**Run 1: sequential cells grouped by signal name**

Other sequential cells in the stronger gray, the rest of the logic in the fainter gray.
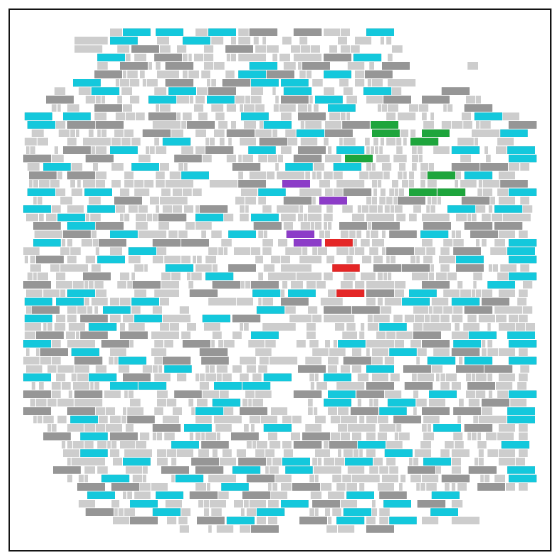
**Run 1: routing congestion**

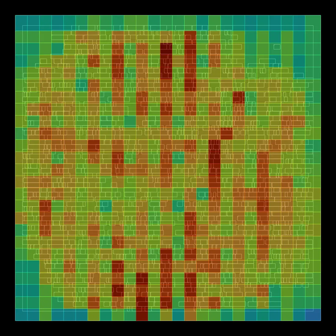
**Run 1: gate families picked out**

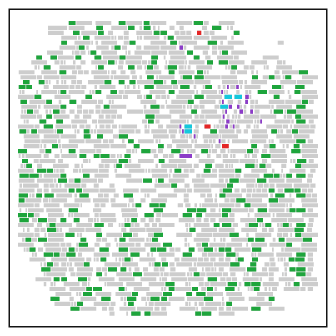
**Run 1: metal 3**

Scale bar: 50 um.
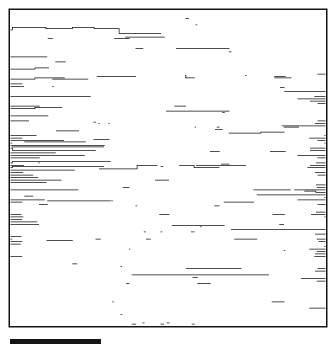
==> config.mk <==
export PLATFORM = sky130hd
export DESIGN_NAME = config_frame_block_flat
export DESIGN_NICKNAME = d
export VERILOG_FILES = /design/src/rtl/config_frame_block_pkg.sv /design/src/rtl/config_frame_block_if.sv /design/src/rtl/config_frame_block_cfg_pulse_gen.sv /design/src/rtl/config_frame_block.sv /design/src/flat_wrapper.sv
export SDC_FILE = /design/constraint.sdc
export NUM_CORES = 1
export LEC_CHECK = 0
export CAP_MARGIN = 10
export CORE_MARGIN = 4
export CORE_UTILIZATION = 61
export CTS_CLUSTER_SIZE = 16
export DETAILED_ROUTE_END_ITERATION = 12
export DONT_BUFFER_PORTS = 1
export PLACE_DENSITY = 0.77
export SKIP_LAST_GASP = 1
export SLEW_MARGIN = 20
export SYNTH_ARGS = -nofsm -noshare
export SYNTH_HDL_FRONTEND = slang
export SYNTH_SLANG_ARGS = --single-unit
==> constraint.sdc <==
create_clock -name clk -period 3.4 [get_ports clk]
set_clock_uncertainty 0.1 [all_clocks]
set_input_delay 0.51 -clock clk [delete_from_list [all_inputs] [get_ports clk]]
set_output_delay 0.51 -clock clk [all_outputs]
set_load 0.02 [all_outputs]
==> src/rtl/config_frame_block_pkg.sv <==
// Shared types for the serial configuration frame block: op encodings,
// FSM state encoding and the pulse counter width.
package config_frame_block_pkg;

   typedef enum logic {
      OP_WRITE    = 1'b0,
      OP_READBACK = 1'b1
   } op_e;

   typedef enum logic [2:0] {
      IDLE,
      HDR,
      PAYLOAD,
      PAR,
      COMMIT
   } state_e;

   // Holds PULSE_LEN in the range 1..15.
   localparam int PULSE_CNT_W = 4;

endpackage

==> src/rtl/config_frame_block_if.sv <==
// Serial configuration chain link: frame start plus one data bit per cycle
// in each direction.
interface config_frame_block_if;
   logic cfg_in_start;
   logic cfg_bit_in;
   logic cfg_out_start;
   logic cfg_bit_out;

   // Upstream driver / downstream observer.
   modport master (
      output cfg_in_start, cfg_bit_in,
      input  cfg_out_start, cfg_bit_out
   );

   // The configuration block itself.
   modport slave (
      input  cfg_in_start, cfg_bit_in,
      output cfg_out_start, cfg_bit_out
   );
endinterface

==> src/rtl/config_frame_block_cfg_pulse_gen.sv <==
// Fabric reset pulse: a commit loads PULSE_LEN, the output stays high
// while the down-counter is non-zero.
module cfg_pulse_gen
   import config_frame_block_pkg::*;
#(
   parameter int PULSE_LEN = 2
) (
   input  logic clk,
   input  logic rst_n,
   input  logic start_i,
   output logic pulse_o
);

   logic [PULSE_CNT_W-1:0] cnt_q, cnt_d;

   always_comb begin
      cnt_d = cnt_q;
      if (start_i)
         cnt_d = PULSE_CNT_W'(PULSE_LEN);
      else if (cnt_q != '0)
         cnt_d = cnt_q - PULSE_CNT_W'(1);
   end

   always_ff @(posedge clk or negedge rst_n) begin
      if (!rst_n) cnt_q <= '0;
      else        cnt_q <= cnt_d;
   end

   assign pulse_o = (cnt_q != '0);

endmodule

==> src/rtl/config_frame_block.sv <==
// Daisy-chained configuration block: forwards the serial stream with one
// cycle of delay, captures matching write frames and answers readbacks.
module config_frame_block
   import config_frame_block_pkg::*;
#(
   parameter int CFG_SIZE  = 153,
   parameter int ID_WIDTH  = 3,
   parameter int ID        = 0,
   parameter int PULSE_LEN = 2
) (
   input  logic                clk,
   input  logic                rst_n,
   config_frame_block_if.slave bus,
   output logic [CFG_SIZE-1:0] cfg,
   output logic                cfg_sr_pulse,
   output logic                cfg_valid,
   output logic                cfg_err
);

   localparam int CNT_W = $clog2(CFG_SIZE + 1);
   localparam logic [ID_WIDTH-1:0] MY_ID    = ID_WIDTH'(ID);
   localparam logic [ID_WIDTH-1:0] BCAST_ID = '1;

   state_e              state_q, state_d;
   logic [CNT_W-1:0]    cnt_q, cnt_d;
   op_e                 op_q, op_d;
   logic [ID_WIDTH-1:0] id_q, id_d;
   logic [CFG_SIZE-1:0] shadow_q, shadow_d;
   logic [CFG_SIZE-1:0] cfg_q, cfg_d;
   logic                valid_q, valid_d;
   logic                err_q, err_d;
   logic                out_start_q;
   logic                out_bit_q, out_bit_d;
   logic                commit;
   logic                wr_match, rb_match;

   // Only meaningful once the header is complete (PAYLOAD and PAR).
   assign wr_match = (op_q == OP_WRITE) && ((id_q == MY_ID) || (id_q == BCAST_ID));
   assign rb_match = (op_q == OP_READBACK) && (id_q == MY_ID);

   always_comb begin
      state_d   = state_q;
      cnt_d     = cnt_q;
      op_d      = op_q;
      id_d      = id_q;
      shadow_d  = shadow_q;
      cfg_d     = cfg_q;
      valid_d   = valid_q;
      err_d     = err_q;
      commit    = 1'b0;
      out_bit_d = bus.cfg_bit_in;

      if (bus.cfg_in_start) begin
         // A start always wins, even mid-frame: the old frame is dropped.
         state_d = HDR;
         cnt_d   = '0;
         op_d    = op_e'(bus.cfg_bit_in);
      end else begin
         unique case (state_q)
            IDLE: ;
            HDR: begin
               id_d = ID_WIDTH'({id_q, bus.cfg_bit_in});
               if (cnt_q == CNT_W'(ID_WIDTH - 1)) begin
                  state_d  = PAYLOAD;
                  cnt_d    = '0;
                  // Readback shifts cfg out of the shadow; a write shifts
                  // every preloaded bit out before it reaches PAR.
                  shadow_d = cfg_q;
               end else begin
                  cnt_d = cnt_q + CNT_W'(1);
               end
            end
            PAYLOAD: begin
               if (rb_match) out_bit_d = shadow_q[0];
               if (wr_match || rb_match)
                  shadow_d = CFG_SIZE'({bus.cfg_bit_in, shadow_q} >> 1);
               if (cnt_q == CNT_W'(CFG_SIZE - 1)) begin
                  state_d = PAR;
                  cnt_d   = '0;
               end else begin
                  cnt_d = cnt_q + CNT_W'(1);
               end
            end
            PAR: begin
               state_d = COMMIT;
               if (rb_match) out_bit_d = ^cfg_q;
               // cfg loads on the PAR->COMMIT edge so it is live in COMMIT.
               if (wr_match) begin
                  if (bus.cfg_bit_in == ^shadow_q) begin
                     cfg_d   = shadow_q;
                     valid_d = 1'b1;
                     err_d   = 1'b0;
                     commit  = 1'b1;
                  end else begin
                     err_d = 1'b1;
                  end
               end
            end
            COMMIT:  state_d = IDLE;
            default: state_d = IDLE;
         endcase
      end
   end

   always_ff @(posedge clk or negedge rst_n) begin
      if (!rst_n) begin
         state_q     <= IDLE;
         cnt_q       <= '0;
         op_q        <= OP_WRITE;
         id_q        <= '0;
         shadow_q    <= '0;
         cfg_q       <= '0;
         valid_q     <= 1'b0;
         err_q       <= 1'b0;
         out_start_q <= 1'b0;
         out_bit_q   <= 1'b0;
      end else begin
         state_q     <= state_d;
         cnt_q       <= cnt_d;
         op_q        <= op_d;
         id_q        <= id_d;
         shadow_q    <= shadow_d;
         cfg_q       <= cfg_d;
         valid_q     <= valid_d;
         err_q       <= err_d;
         out_start_q <= bus.cfg_in_start;
         out_bit_q   <= out_bit_d;
      end
   end

   cfg_pulse_gen #(
      .PULSE_LEN (PULSE_LEN)
   ) u_pulse (
      .clk     (clk),
      .rst_n   (rst_n),
      .start_i (commit),
      .pulse_o (cfg_sr_pulse)
   );

   assign bus.cfg_out_start = out_start_q;
   assign bus.cfg_bit_out   = out_bit_q;
   assign cfg               = cfg_q;
   assign cfg_valid         = valid_q;
   assign cfg_err           = err_q;

endmodule

==> src/flat_wrapper.sv <==
// flat-port wrapper written by rule: the top's interface ports become plain ports
module config_frame_block_flat import config_frame_block_pkg::*;
#(
   parameter int CFG_SIZE  = 153,
   parameter int ID_WIDTH  = 3,
   parameter int ID        = 0,
   parameter int PULSE_LEN = 2
)
  (clk, rst_n, cfg, cfg_sr_pulse, cfg_valid, cfg_err, bus_cfg_in_start, bus_cfg_bit_in, bus_cfg_out_start, bus_cfg_bit_out);
  config_frame_block_if bus_i ();
  input  logic clk;
  input  logic rst_n;
  output logic [CFG_SIZE-1:0] cfg;
  output logic cfg_sr_pulse;
  output logic cfg_valid;
  output logic cfg_err;
  input wire logic [$bits(bus_i.cfg_in_start)-1:0] bus_cfg_in_start;
  input wire logic [$bits(bus_i.cfg_bit_in)-1:0] bus_cfg_bit_in;
  output wire logic [$bits(bus_i.cfg_out_start)-1:0] bus_cfg_out_start;
  output wire logic [$bits(bus_i.cfg_bit_out)-1:0] bus_cfg_bit_out;
  assign bus_i.cfg_in_start = bus_cfg_in_start;
  assign bus_i.cfg_bit_in = bus_cfg_bit_in;
  assign bus_cfg_out_start = bus_i.cfg_out_start;
  assign bus_cfg_bit_out = bus_i.cfg_bit_out;
  config_frame_block #(.CFG_SIZE(CFG_SIZE), .ID_WIDTH(ID_WIDTH), .ID(ID), .PULSE_LEN(PULSE_LEN)) u_core (.clk(clk), .rst_n(rst_n), .bus(bus_i), .cfg(cfg), .cfg_sr_pulse(cfg_sr_pulse), .cfg_valid(cfg_valid), .cfg_err(cfg_err));
endmodule
==> PnR_summary.wiki, run 1 <==
== Implementation results ==
{| class="wikitable"
! Metric !! Value
|-
| Run status || finished, violations left
|-
| Violated checks || negative hold slack
|-
| Synth warnings || 0
|-
| Floorplan net count || 1,418
|-
| RR Startpoint || u_core.shadow_q[27]
|-
| Top_reg_cell synth || sky130_fd_sc_hd__dfrtp_1
|-
| Register fraction of the total cell area || 44.5%
|-
| Post-CTS clock slew at the launch and capture registers of the worst setup and hold paths || 0.06 ns
|-
| Number of max-slew violations in the final report || 0
|-
| Tally of filler cells in the layout || 2,007
|-
| Remaining Overflow, GRT || 0
|-
| Most numerous cell in the Yosys netlist || sky130_fd_sc_hd__dfrtp_1
|-
| Met3 Routed Length || 2040 um
|-
| Placeable core region || 27,100 um^2
|-
| Final-report setup violation count || 0
|-
| Routed metal-1 wirelength || 15,500 um
|-
| Most frequent CP cell || sky130_fd_sc_hd__xnor2_1
|-
| Final worst hold slack || -0.397 ns
|-
| Clock tree root buffer cell || sky130_fd_sc_hd__clkbuf_16
|-
| Chip area || 30,400 um^2
|-
| Aggregate global-route resource usage || 23.4%
|-
| Non-clock buffering overhead || 1.45%
|-
| Logic area || 8310 um^2
|-
| Total DRC errors in the routed layout || 0
|-
| Total count of hold-check failures in the final report || 329
|-
| Nets || 1,408
|-
| Num ports || 162
|-
| DPL Wire Length || 23,900 um
|-
| FP Rows || 60
|-
| Storage element area || 8230 um^2
|-
| Ordered list of cells on the worst path || xnor2_1 -> xnor2_1 -> xnor2_1 -> xnor2_1 -> xnor2_1 -> xnor3_1 -> xnor2_4 -> nand2_8 -> buf_4 -> mux2_4
|-
| Area growth syn-to-layout || 9.54%
|-
| Prevailing logic family in the synthesized netlist || multiplexers
|-
| Share of the cycle needed by the critical path after routing || 95.5%
|}
-- 'sequential cells grouped by signal name' (at the start) --
| color | name in the netlist | placed flops |
|---|---|---|
| purple | `u_core.u_pulse.cnt_q` | 4 |
| cyan | `u_core.cfg` | 153 |
| green | `u_core.cnt_q` | 8 |
| red | `u_core.id_q` | 3 |
share of the core filled with cells in the final layout: 68.3%

-- 'routing congestion' (at the start) --
busiest metal layer after global routing: met2
met3 usage: 6.13%
wire length per cell after detailed routing: 19.9 um
met2 routing resource usage after global routing: 37.7%

-- 'gate families picked out' (at the start) --
| color | family | cells |
|---|---|---|
| red | AND-OR and OR-AND gates | 3 |
| cyan | adder and majority cells | 5 |
| green | multiplexers | 310 |
| purple | NAND gates | 22 |
multi-input gate share of total cell area: 44.9%
most common library cell in the layout ignoring fill and taps: sky130_fd_sc_hd__dfrtp_1
final instance count without filler cells: 1,796

-- 'metal 3' (at the start) --
wire length on this layer: 2,040 um
nets with wire on the layer: 123
main direction: horizontal
via count: 10,100
post-detailed-routing wire length: 35,800 um

run 1: registers in the layout, indices dropped and copies added (netlist names):
register and count:
u_core.op_q 1, u_core.shadow_q 153, u_core.bus.cfg_out_start 1, u_core.cfg_err 1
u_core.state_q 3, u_core.u_pulse.cnt_q 4, u_core.cnt_q 8, u_core.cfg 153
u_core.cfg_valid 1, u_core.id_q 3, u_core.bus.cfg_bit_out 1
run 1: metrics by stage:
stage          cells  utilization, %  worst slack, ns
2_1_floorplan   1409               -            0.634
3_3_place_gp    1731            63.6           0.0578
3_5_place_dp    1731            63.6           0.0343
4_1_cts         1795            68.1           0.0166
5_1_grt         1796            68.3          0.00508
6_report        1796            68.3            0.154
==> inputs of run 2 (changes only) <==
==> constraint.sdc (replaced) <==
create_clock -name clk -period 3.4 [get_ports clk]
set_clock_uncertainty 0.1 [all_clocks]
set_input_delay 0.51 -clock clk [delete_from_list [all_inputs] [get_ports clk]]
set_output_delay 0.51 -clock clk [all_outputs]
set_load 0.05 [all_outputs]
==> run 2 against run 1 <==
  * Hold slack better by 0.0026 ns
  * Largest cell class unchanged
  * Non-clock buffer count up 41
  * The flow still finishes with violations (negative hold slack)
  * Register-to-register slack worse by 0.05 ns
  * Wire length up 2.0%
  * Highest routed layer unchanged
  * Critical path depth up 1
  * Critical path type unchanged
  * Final cell count up 2.1%
==> PnR_summary.wiki, run 2 <==
== Implementation results ==
{| class="wikitable"
! Metric !! Value
|-
| Prevailing logic family in the synthesized netlist || multiplexers
|-
| Final WS setup || 0.108 ns
|-
| Violated checks || negative hold slack
|-
| Register fraction of the total cell area || 43.9%
|-
| Most frequent CP cell || sky130_fd_sc_hd__xnor2_1
|-
| Most numerous cell in the Yosys netlist || sky130_fd_sc_hd__dfrtp_1
|-
| DPL Wire Length || 24,600 um
|-
| Floorplan net count || 1,418
|-
| RR Startpoint || u_core.shadow_q[49]
|-
| Num ports || 162
|-
| Chip area || 30,400 um^2
|-
| Final instance count without filler cells || 1,834
|-
| Post-CTS clock slew at the launch and capture registers of the worst setup and hold paths || 0.06 ns
|-
| Wire length per cell after detailed routing || 19.9 um
|-
| Final-report setup violation count || 0
|-
| Total count of hold-check failures in the final report || 329
|-
| Most common library cell in the layout ignoring fill and taps || sky130_fd_sc_hd__dfrtp_1
|-
| Area growth syn-to-layout || 11.1%
|-
| Run status || finished, violations left
|-
| Aggregate global-route resource usage || 24.2%
|-
| Remaining Overflow, GRT || 0
|-
| FP Rows || 60
|-
| Final worst hold slack || -0.394 ns
|-
| Top_reg_cell synth || sky130_fd_sc_hd__dfrtp_1
|}
-- run 2: cell counts after synthesis --
Identical to the previous run, type by type.
-- run 2: repair_timing --
action | CTS | global route
pin swaps | 0 | 1
gates resized | 2 | 2
cloned | 0 | 0
setup endpoints to repair | 118 | 129
hold endpoints to repair | 330 | 329
-- run 2: metal layers --
metal  up-vias  wire, um  GRT usage [%]  part of all wire [%]
li1       4844         -              -                     -
met1      5086     15500           31.8                    42
met2       210     17700           39.5                    49
met3        57      2370           6.74                   6.5
met4         0       985           7.23                   2.7
met5         -         0              0                     0
**Run 2: met2 routing**

Cells faint in the background.
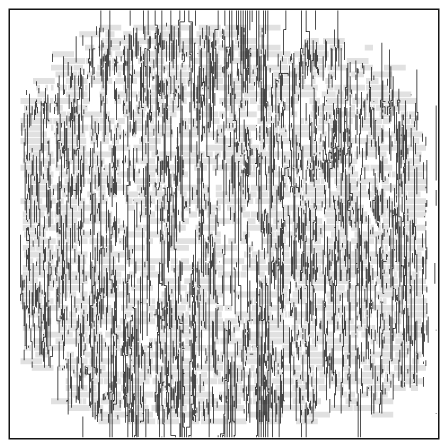
share of all routed wire: 49%
longest straight run: 68.8 um
met2 routing resource usage after global routing: 39.5%
post-detailed-routing wire length: 36,600 um
via count: 10,200

**Run 2: sequential cells grouped by signal name**

Other sequential cells in the stronger gray, the rest of the logic in the fainter gray.
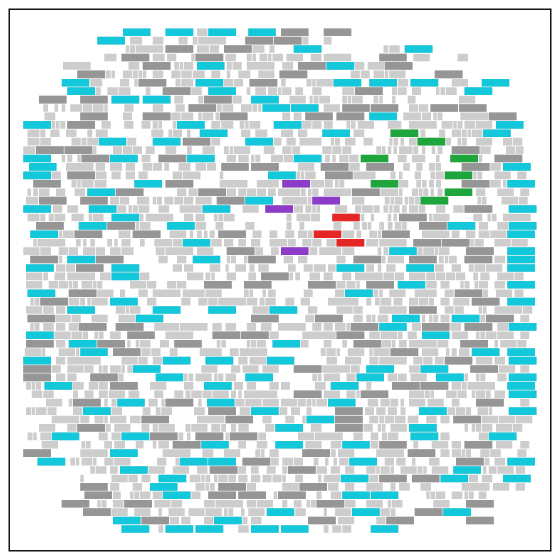
share of the core filled with cells in the final layout: 69.3%

==> inputs of run 3 (changes only) <==
--- a/config.mk
+++ b/config.mk
@@ -6,7 +6,7 @@
 export NUM_CORES = 1
 export LEC_CHECK = 0
 export CAP_MARGIN = 10
-export CORE_MARGIN = 4
+export CORE_MARGIN = 3
 export CORE_UTILIZATION = 61
 export CTS_CLUSTER_SIZE = 16
 export DETAILED_ROUTE_END_ITERATION = 12
==> run 3 against run 2 <==
  * The run still ends with negative hold slack left
  * Flip-flop count unchanged
  * Critical endpoint is now u_core.cfg[9]
  * Worst setup slack better by 0.0052 ns
  * Highest routed layer unchanged
==> PnR_summary.wiki, run 3 <==
== Implementation results ==
{| class="wikitable"
! Metric !! Value
|-
| Run status || finished, violations left
|-
| Violated checks || negative hold slack
|-
| Number of instances in the placed design || 1,748
|-
| Total count of hold-check failures in the final report || 329
|-
| Final-report setup violation count || 0
|-
| Final WS setup || 0.113 ns
|-
| Area growth syn-to-layout || 10.7%
|-
| Placeable core region || 27,100 um^2
|-
| Top_reg_cell synth || sky130_fd_sc_hd__dfrtp_1
|-
| Share of the cycle needed by the critical path after routing || 96.7%
|-
| Remaining Overflow, GRT || 0
|-
| RR Startpoint || u_core.shadow_q[69]
|-
| Floorplan net count || 1,418
|-
| Met3 Routed Length || 2220 um
|-
| Met2 WL post-DR || 17,200 um
|-
| Nets || 1,425
|-
| Num ports || 162
|-
| DPL Wire Length || 24,000 um
|-
| Busiest metal layer after global routing || met2
|-
| Via count || 10,200
|-
| Final worst hold slack || -0.410 ns
|-
| FP Rows || 60
|-
| Post-detailed-routing wire length || 36,200 um
|-
| Final instance count without filler cells || 1,815
|-
| Ordered list of cells on the worst path || xnor2_1 -> xnor2_1 -> xnor2_1 -> xnor2_1 -> xnor3_1 -> xnor2_2 -> xnor2_2 -> nand2_8 -> buf_12 -> mux2_4
|-
| Post-Place Worst Slack || 0.0106 ns
|}
-- run 3: cell counts after synthesis --
No cell type changed its count.
-- run 3: final cells by class --
class,count,area [um^2]
multi-input combinational,1001,8290
tap,372,465
clock inverter,7,91.3
sequential,329,8230
inverter,9,33.8
clock buffer,59,1180
timing repair buffer,38,413
fill,1941,8390
-- run 3: timing repair --
item | in CTS | in global routing
gates resized | 2 | 0
setup endpoints to repair | 56 | 1
endpoints found under the hold margin | 331 | 329
**Run 3: routing congestion**

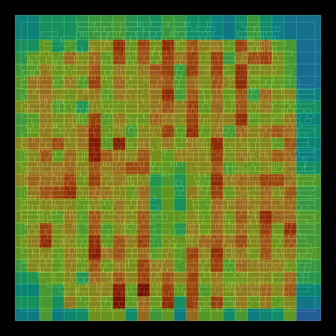
share of the core filled with cells in the final layout: 69.0%
global-route track usage on met1: 32.8%
wire length per cell after detailed routing: 19.9 um
met2 routing resource usage after global routing: 39.0%
aggregate global-route resource usage: 24.3%

**Run 3: sequential cells grouped by signal name**

Other sequential cells in the stronger gray, the rest of the logic in the fainter gray.
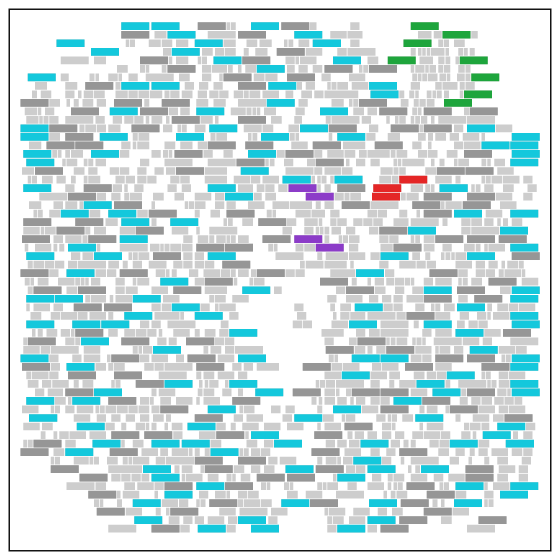
storage element area: 8230 um^2
register fraction of the total cell area: 44.0%

